**config.mk**
```make
export PLATFORM = sky130hd
export DESIGN_NAME = vijayank88_arbiter_puf
export DESIGN_NICKNAME = d
export VERILOG_FILES = /design/src/rtl/vijayank88_puf_pkg.sv /design/src/rtl/vijayank88_puf_stage.sv /design/src/rtl/vijayank88_arbiter_puf.sv
export SDC_FILE = /design/constraint.sdc
export NUM_CORES = 1
export LEC_CHECK = 0
export ABC_CLOCK_PERIOD_IN_PS = 4500
export CAP_MARGIN = 5
export CORE_AREA = 5 5 61 63
export DETAILED_ROUTE_END_ITERATION = 12
export DIE_AREA = 0 0 66 68
export GPL_TIMING_DRIVEN = 0
export PLACE_DENSITY = 0.81
export SKIP_LAST_GASP = 1
export SYNTH_ARGS = -nofsm -noshare
export SYNTH_HDL_FRONTEND = slang
export SYNTH_SLANG_ARGS = --single-unit
```
**constraint.sdc**
```tcl
create_clock -name clk -period 4.5 [get_ports clk]
set_clock_uncertainty 0.2 [all_clocks]
set_input_delay 1.125 -clock clk [delete_from_list [all_inputs] [get_ports clk]]
set_output_delay 1.125 -clock clk [all_outputs]
set_load 0.03 [all_outputs]
```
**src/rtl/vijayank88_puf_pkg.sv**
```systemverilog
// Shared types and constants for the 8-stage arbiter PUF tile.
// Holds the FSM state enum, stage count and default delay tables.
package vijayank88_puf_pkg;

    typedef enum logic [1:0] {
        IDLE,
        EVAL,
        DONE
    } state_t;

    localparam int NSTAGES = 8;

    // One nibble per stage, stage i at [4i+3:4i].
    localparam logic [31:0] P_DLY_DEF = 32'h5555_5555;
    localparam logic [31:0] Q_DLY_DEF = 32'h4444_4444;
    localparam logic [31:0] R_DLY_DEF = 32'h6666_6666;
    localparam logic [31:0] S_DLY_DEF = 32'h3333_3333;

endpackage

```
**src/rtl/vijayank88_puf_stage.sv**
```systemverilog
// One arbiter switch stage: combinational update of the path difference.
// Ports: delta_i/delta_o (top-bottom arrival, wraps), cross_i, p/q/r/s delays.
module vijayank88_puf_stage #(
    parameter int DW = 8
) (
    input  logic [DW-1:0] delta_i,
    input  logic          cross_i,
    input  logic [3:0]    p_i,
    input  logic [3:0]    q_i,
    input  logic [3:0]    r_i,
    input  logic [3:0]    s_i,
    output logic [DW-1:0] delta_o
);

    logic [DW-1:0] p_w;
    logic [DW-1:0] q_w;
    logic [DW-1:0] r_w;
    logic [DW-1:0] s_w;

    assign p_w = {{(DW-4){1'b0}}, p_i};
    assign q_w = {{(DW-4){1'b0}}, q_i};
    assign r_w = {{(DW-4){1'b0}}, r_i};
    assign s_w = {{(DW-4){1'b0}}, s_i};

    // Crossing swaps the paths, so the running difference flips sign.
    assign delta_o = cross_i ? (r_w - s_w - delta_i)
                             : (delta_i + p_w - q_w);

endmodule

```
**src/rtl/vijayank88_arbiter_puf.sv**
```systemverilog
// Arbiter PUF tile: start on uio_in[0] races ui_in challenge, 1 stage/clk.
// uo_out = {delta[4:0] or 0 (DELTA_OUT_EN), busy, valid, response}.
module vijayank88_arbiter_puf
    import vijayank88_puf_pkg::*;
#(
    parameter int          DW    = 8,
    parameter logic [31:0] P_DLY = P_DLY_DEF,
    parameter logic [31:0] Q_DLY = Q_DLY_DEF,
    parameter logic [31:0] R_DLY = R_DLY_DEF,
    parameter logic [31:0] S_DLY = S_DLY_DEF
) (
    input  logic       clk,
    input  logic       rst_n,
    input  logic [7:0] ui_in,
    output logic [7:0] uo_out,
    input  logic [7:0] uio_in,
    output logic [7:0] uio_out,
    output logic [7:0] uio_oe,
    input  logic       ena
);

    state_t        state_q, state_d;
    logic [DW-1:0] delta_q, delta_d;
    logic [2:0]    idx_q, idx_d;
    logic [7:0]    chal_q, chal_d;
    logic          resp_q, resp_d;
    logic [DW-1:0] delta_nx;
    logic [4:0]    nib;
    logic          start;
    logic          unused_ok;

    assign start     = uio_in[0];
    assign nib       = {idx_q, 2'b00};
    assign unused_ok = &{1'b0, uio_in[7:1]};

    vijayank88_puf_stage #(.DW(DW)) u_stage (
        .delta_i (delta_q),
        .cross_i (chal_q[idx_q]),
        .p_i     (P_DLY[nib +: 4]),
        .q_i     (Q_DLY[nib +: 4]),
        .r_i     (R_DLY[nib +: 4]),
        .s_i     (S_DLY[nib +: 4]),
        .delta_o (delta_nx)
    );

    always_ff @(posedge clk) begin
        if (!rst_n) begin
            state_q <= IDLE;
            delta_q <= '0;
            idx_q   <= '0;
            chal_q  <= '0;
            resp_q  <= 1'b0;
        end else begin
            state_q <= state_d;
            delta_q <= delta_d;
            idx_q   <= idx_d;
            chal_q  <= chal_d;
            resp_q  <= resp_d;
        end
    end

    always_comb begin
        state_d = state_q;
        delta_d = delta_q;
        idx_d   = idx_q;
        chal_d  = chal_q;
        resp_d  = resp_q;
        unique case (state_q)
            IDLE: begin
                if (start && ena) begin
                    chal_d  = ui_in;
                    delta_d = '0;
                    idx_d   = '0;
                    state_d = EVAL;
                end
            end
            EVAL: begin
                delta_d = delta_nx;
                idx_d   = idx_q + 3'd1;
                if (idx_q == 3'(NSTAGES - 1)) begin
                    // Negative difference: top path arrived first.
                    resp_d  = delta_nx[DW-1];
                    state_d = DONE;
                end
            end
            DONE: begin
                if (!start) begin
                    state_d = IDLE;
                end
            end
            default: state_d = IDLE;
        endcase
    end

    logic [4:0] dbg;
`ifdef DELTA_OUT_EN
    assign dbg = delta_q[4:0];
`else
    assign dbg = 5'b0;
`endif

    assign uo_out  = {dbg, (state_q == EVAL), (state_q == DONE), resp_q};
    assign uio_out = 8'h00;
    assign uio_oe  = 8'h00;

endmodule

```
==> run summary <==
Status: finished, final reports clean
Kind of critical path: flop to primary output
Ports: 43
Yosys Chip Area: 1560 um^2
GP Congestion: 0.858
Input/output buffers: 14
Lkg Pwr: 0.807 nW
Fin Setup TNS: 0 ns
Unique cell type count in the Yosys netlist: 41
Die extent in x: 66 um
Ys cells: 191
Max Freq: 285 MHz
Hold Crit Class: flop to flop
CP max FO: 10
Final Max Slew Viols: 0
First-pass GRT wire length: 4.69 mm
Relative slew margins: 37.7%
RSZ-0062 raised after global routing: no
Share of layout cells above drive strength 1: 13.5%
Die area: 4490 um^2
Dominant flop cell: dfxtp_1
R2r setup slk: 2.09 ns
Worst-Margin Slew: 0.928 ns
Max Root-Sink Buffers: 2
Critical Path, Cell by Cell: nand2b_1 > clkinv_1 > buf_4 > clkdlybuf4s50_1
# H-tree levels: 1
Main area contributors: dfxtp_1 (28%), ha_1 (11%), buf_4 (11%)
Cell Area, Synth: 1560 um^2
Syn avg cell area: 8.17 um^2
WP buf/inv: 3
Cts repair resizes: 0
Via count: 1,302
Yosys reg bits: 22
Post-synth EDFFs: 0
Final routed DRC violation total: 0
Overall die height: 68 um
Crit-path slowest cell: clkdlybuf4s50_1
GRT overflow: 0
Tool warnings: 39
Peak VDD IR: 153 uV
# diodes: 0
TritonRoute pass-1 iters: 4
Dpl cell area: 1830 um^2
Largest delay share family, worst path: buffers and inverters
Power per Cell Area: 253 nW/um^2
Total CTS buffers: 3
Mapped Cells: 191
DRT antenna net count: 0
Initial antenna violation count: 0
Post-route insts no fill: 275
Fin area: 1890 um^2
Placed cell count: 271
CP endpoint kind: primary output
Async S/R FF share, synth: 0%
Max-Cap Viols: 0
Final Hold Vio Count: 0
CP arrival: 2.18 ns
Max-area cell share: 28.2%
1st-iter DRT viols: 27
Rows: 21
Reg clk slew, reported paths: 0.13 ns
Worst setup SP type: flop
Crit path DRT: 3.17 ns
Dpl hpwl: 2.39 mm
Vias in the first global route: 1,088
Hold buffers post-CTS: 0
Synth top cells by count: nand2_1 (28), buf_4 (23), dfxtp_1 (22)
Area growth, synth to finish: 20.9%
Largest net degree at the start of global routing: 14
TritonCTS clock tree: built
Core area: 3180 um^2
Routed WL: 3.04 mm
Root Buffer: clkbuf_4
Final nets: 263
Setup Viol. Count Final: 0
Period utilization: 77.9%
Seq share, synth: 28.2%
Clk sinks: 22
DR vias/cell: 4.73
Final min period: 3.51 ns
Area leader, netlist: dfxtp_1
Most common cell in the netlist: nand2_1
Yosys warnings: 0
Max incr delay on CP: 0.58 ns
Post-CTS Setup Inserts: 0
Init Core Util: 49.1%
## sequential cells by signal, indices dropped and copies added, names as in the netlist
name	count
chal_q	8
state_q	2
idx_q	3
resp_q	1
delta_q	8
## worst min-delay path, delay by kind of cell, from the launching register on
kind | cells | cell delay, ns
AND-OR/OR-AND | 1 | 0.07
AND/OR/NAND/NOR | 1 | 0.04
flip-flops | 1 | 0.33
## layer usage
metal,share of wire (%),vias up,global-route usage (%)
met4,1.2,0,6.35
li1,-,692,-
met2,47,26,23.7
met3,5.0,4,1.64
met1,47,580,16.4
met5,0,-,0
## final timing paths
kind | from | to | cells after the start
hold reg to reg | chal_q[3]$_SDFFE_PN0P_ | chal_q[3]$_SDFFE_PN0P_ | 2
setup reg to reg | delta_q[3]$_SDFFE_PN0P_ | delta_q[7]$_SDFFE_PN0P_ | 6
setup / recovery | state_q[1]$_SDFFE_PN0P_ | uo_out[2] | 4
hold / removal | chal_q[3]$_SDFFE_PN0P_ | chal_q[3]$_SDFFE_PN0P_ | 2
## metrics by stage
step	utilization (%)	setup slack (ns)	hold slack [ns]	power, mW
2_1_floorplan	-	2.19	0.239	0.302
3_3_place_gp	57.7	1.37	0.251	0.325
6_report	59.3	0.995	0.275	0.477
3_5_place_dp	57.7	1.37	0.265	0.326
4_1_cts	59.3	1.00	0.283	0.481
5_1_grt	59.3	0.917	0.298	0.498
## cell families (layout without fill, tap and decap cells)
logic type	count (synthesis)	after routing	share of synthesized area, %
compound gates	44	44	18.7
other cells	1	21	0.240
simple gates	62	62	19.5
xor+xnor	6	6	3.37
fa+ha+maj	14	14	11.2
mux	3	3	3.77
flops	22	22	28.2
buf+inv	39	57	15.0
## layout make-up
| class | instances | area, um^2 |
|---|---|---|
| Buffer | 27 | 189 |
| Clock buffer | 3 | 22.5 |
| Clock inverter | 1 | 30.0 |
| Fill cell | 309 | 1290 |
| Inverter | 12 | 45.0 |
| Multi-Input combinational cell | 150 | 961 |
| Sequential cell | 22 | 440 |
| Tap cell | 46 | 57.6 |
| Timing Repair Buffer | 14 | 140 |
## cells in the final DEF (no fill, tap or decap), types with 2 or more instances in the layout
master,instances
ha_1,14
xnor2_1,2
o21a_1,3
inv_1,11
nand2_1,28
and2_1,4
nor2_1,4
and3_1,2
clkbuf_1,3
clkdlybuf4s50_1,14
xor2_1,4
nand3_1,6
conb_1,21
o21ai_0,7
clkbuf_4,3
a21oi_1,9
buf_4,23
nor3_1,3
a211oi_1,4
a21boi_0,12
nand2b_1,4
dfxtp_1,22
nor2b_1,3
nand4_1,2
o22ai_1,2
## report_power, final
part / switching, mW / internal, mW
logic: 0.0647 / 0.0501
clock network: 0.0647 / 0.0900
registers: 0.00592 / 0.202
==> images/final_congestion.png <==
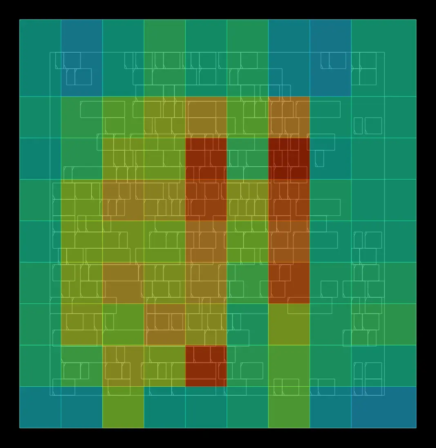
GRT met3 Usage: 1.64%
Routed WL per cell: 11.0 um
grt met1 use: 16.4%
gr usage total: 13.5%

==> images/clock_map.png <==
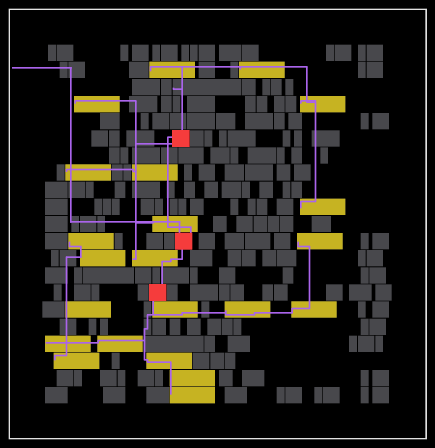
Key: red = cells driving clock nets [count 3]; yellow = flip-flops [count 22]; purple = clock wires [length 314 um]
There are 4 routed clock nets.
clock network power share: 32.4%
Latency at later pin: 0.31 ns
clock network power: 0.155 mW

Power is estimated from default activity; no workload was simulated.
